===== src/rtl/alu_cmd_master.sv =====
// Command front-end for an external combinational ALU: accepts one command,
// drives registered operands for one cycle, captures the result and returns it.
module alu_cmd_master (
  input  logic       clk,
  input  logic       rst,
  input  logic       cmd_valid,
  output logic       cmd_ready,
  input  logic [2:0] cmd_sel,
  input  logic [3:0] cmd_a,
  input  logic [3:0] cmd_b,
  input  logic       cmd_chain,
  input  logic [1:0] cmd_tag,
  output logic [3:0] alu_a,
  output logic [3:0] alu_b,
  output logic [2:0] alu_sel,
  input  logic [4:0] alu_y,
  output logic       rsp_valid,
  input  logic       rsp_ready,
  output logic [4:0] rsp_y,
  output logic       rsp_carry,
  output logic       rsp_zero,
  output logic [1:0] rsp_tag,
  output logic [7:0] op_count
);

  localparam int unsigned W_OP  = 4;
  localparam int unsigned W_Y   = 5;
  localparam int unsigned W_SEL = 3;
  localparam int unsigned W_TAG = 2;
  localparam int unsigned W_CNT = 8;

  typedef enum logic [1:0] {
    IDLE = 2'd0,
    EXEC = 2'd1,
    RESP = 2'd2
  } state_t;

  state_t state;
  state_t state_nxt;
  logic   accept;
  logic   capture;
  logic   retire;

  // Only the low operand bits of the previous result are ever chained.
  logic [W_OP-1:0] last_y;

  always_ff @(posedge clk) begin
    if (rst) state <= IDLE;
    else     state <= state_nxt;
  end

  always_comb begin
    state_nxt = state;
    accept    = 1'b0;
    capture   = 1'b0;
    retire    = 1'b0;
    case (state)
      IDLE: begin
        if (cmd_valid && cmd_ready) begin
          accept    = 1'b1;
          state_nxt = EXEC;
        end
      end
      EXEC: begin
        capture   = 1'b1;
        state_nxt = RESP;
      end
      RESP: begin
        if (rsp_valid && rsp_ready) begin
          retire    = 1'b1;
          state_nxt = IDLE;
        end
      end
      default: state_nxt = IDLE;
    endcase
  end

  // Handshake flags track the next state so they are registered yet cycle-exact.
  always_ff @(posedge clk) begin
    if (rst) begin
      cmd_ready <= 1'b1;
      rsp_valid <= 1'b0;
      alu_a     <= '0;
      alu_b     <= '0;
      alu_sel   <= '0;
      rsp_y     <= '0;
      rsp_carry <= 1'b0;
      rsp_zero  <= 1'b1;
      rsp_tag   <= '0;
      last_y    <= '0;
      op_count  <= '0;
    end else begin
      cmd_ready <= (state_nxt == IDLE);
      rsp_valid <= (state_nxt == RESP);
      if (accept) begin
        alu_a   <= cmd_chain ? last_y : cmd_a;
        alu_b   <= cmd_b;
        alu_sel <= cmd_sel;
        rsp_tag <= cmd_tag;
      end
      if (capture) begin
        rsp_y     <= alu_y;
        rsp_carry <= alu_y[W_Y-1];
        rsp_zero  <= (alu_y == W_Y'(0));
        last_y    <= alu_y[W_OP-1:0];
      end
      if (retire) op_count <= op_count + W_CNT'(1);
    end
  end

  // Widths of the command fields are fixed by the port list; keep them tied.
  localparam int unsigned W_CHK = W_SEL + W_TAG;
  if (W_CHK != 5) begin : g_width_guard
    $error("unexpected field widths");
  end

endmodule


===== config.mk =====
export PLATFORM = sky130hd
export DESIGN_NAME = alu_cmd_master
export DESIGN_NICKNAME = d
export VERILOG_FILES = /design/src/rtl/alu_cmd_master.sv
export SDC_FILE = /design/constraint.sdc
export NUM_CORES = 1
export LEC_CHECK = 0
export ABC_AREA = 0
export CAP_MARGIN = 25
export CORE_MARGIN = 2
export CORE_UTILIZATION = 30
export CTS_CLUSTER_SIZE = 14
export DETAILED_ROUTE_END_ITERATION = 8
export HOLD_SLACK_MARGIN = 0.05
export PLACE_DENSITY = 0.63
export SLEW_MARGIN = 30
export SYNTH_ARGS = -nofsm -noshare
export SYNTH_HDL_FRONTEND = slang
export SYNTH_SLANG_ARGS = --single-unit

===== constraint.sdc =====
create_clock -name clk -period 2.7 [get_ports clk]
set_input_delay 0.54 -clock clk [delete_from_list [all_inputs] [get_ports clk]]
set_output_delay 0.54 -clock clk [all_outputs]
set_load 0.02 [all_outputs]

==> notes.md <==
run results: pins over their slew limit 0, invs w/o clock 2, Comb gates 96, overall track demand over capacity in global routing 0.147, footprint of the flip-flops and latches 621 um^2, crit path max fanout 5, status finished, final reports clean, reported clock group power 324 uW, Final ANT Viol Nets 0, placed cell area 1780 um^2, H-tree level count 2, Reg with most FFs op_count, worst path cell trace clkdlybuf4s50_1, max reg flops 8, met1 Usage GRT 0.169, vertical extent of the die 68.3 um, Clk Latency, worst-skew pair 280 ps, logic gate share of total power 0.197, CP Class flop to primary output, pin count of the biggest net entering global routing 18, top cells, area sky130_fd_sc_hd__dfxtp_1 50%, sky130_fd_sc_hd__nand2_1 9.7%, sky130_fd_sc_hd__a21oi_1 8.9%, sky130_fd_sc_hd__mux2i_1 4.0%, sky130_fd_sc_hd__o31ai_1 3.0%
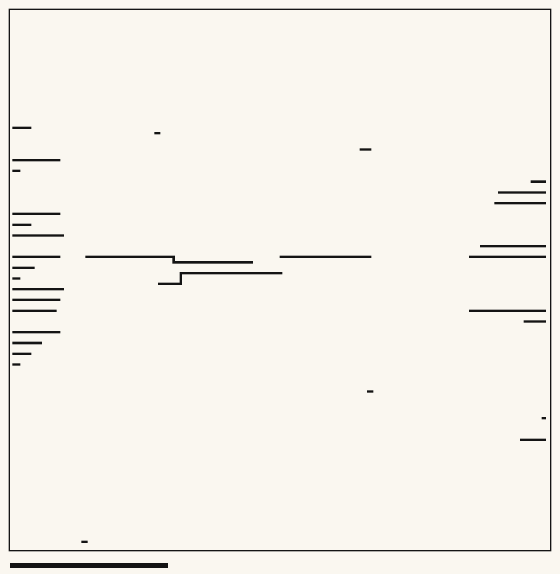
Figure 1: metal 3.
Bar = 20 um.
The layer holds 5.1% of the routed length. 27 nets have wire on it. The layer carries 158 um of wire. The wires run mostly horizontal.
routing usage on met3: 0.0345
detailed-route wire length: 3090 um
total via count in the routed design: 1151

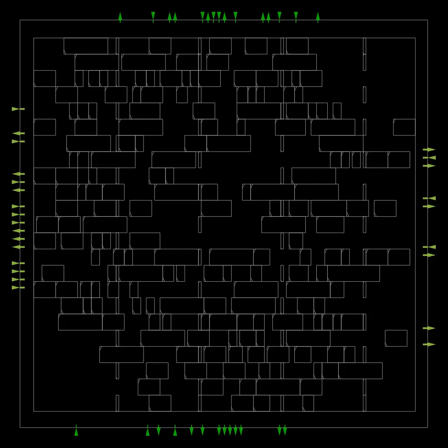
Figure 2: cell outlines without signal wires.
count of placed standard cells in the final layout, fillers left out: 238
Flop Count: 31
placeable core area: 4000 um^2
sequential cell area share: 0.335

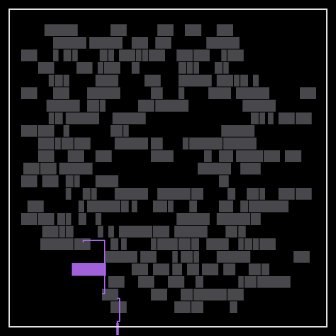
Figure 3: nets reached from selected ports.
rsp_zero: drawn in purple, direction output, end cells 1, wire 23.5 um.

Power figures rest on the tool's default switching activity, not on a simulated workload.
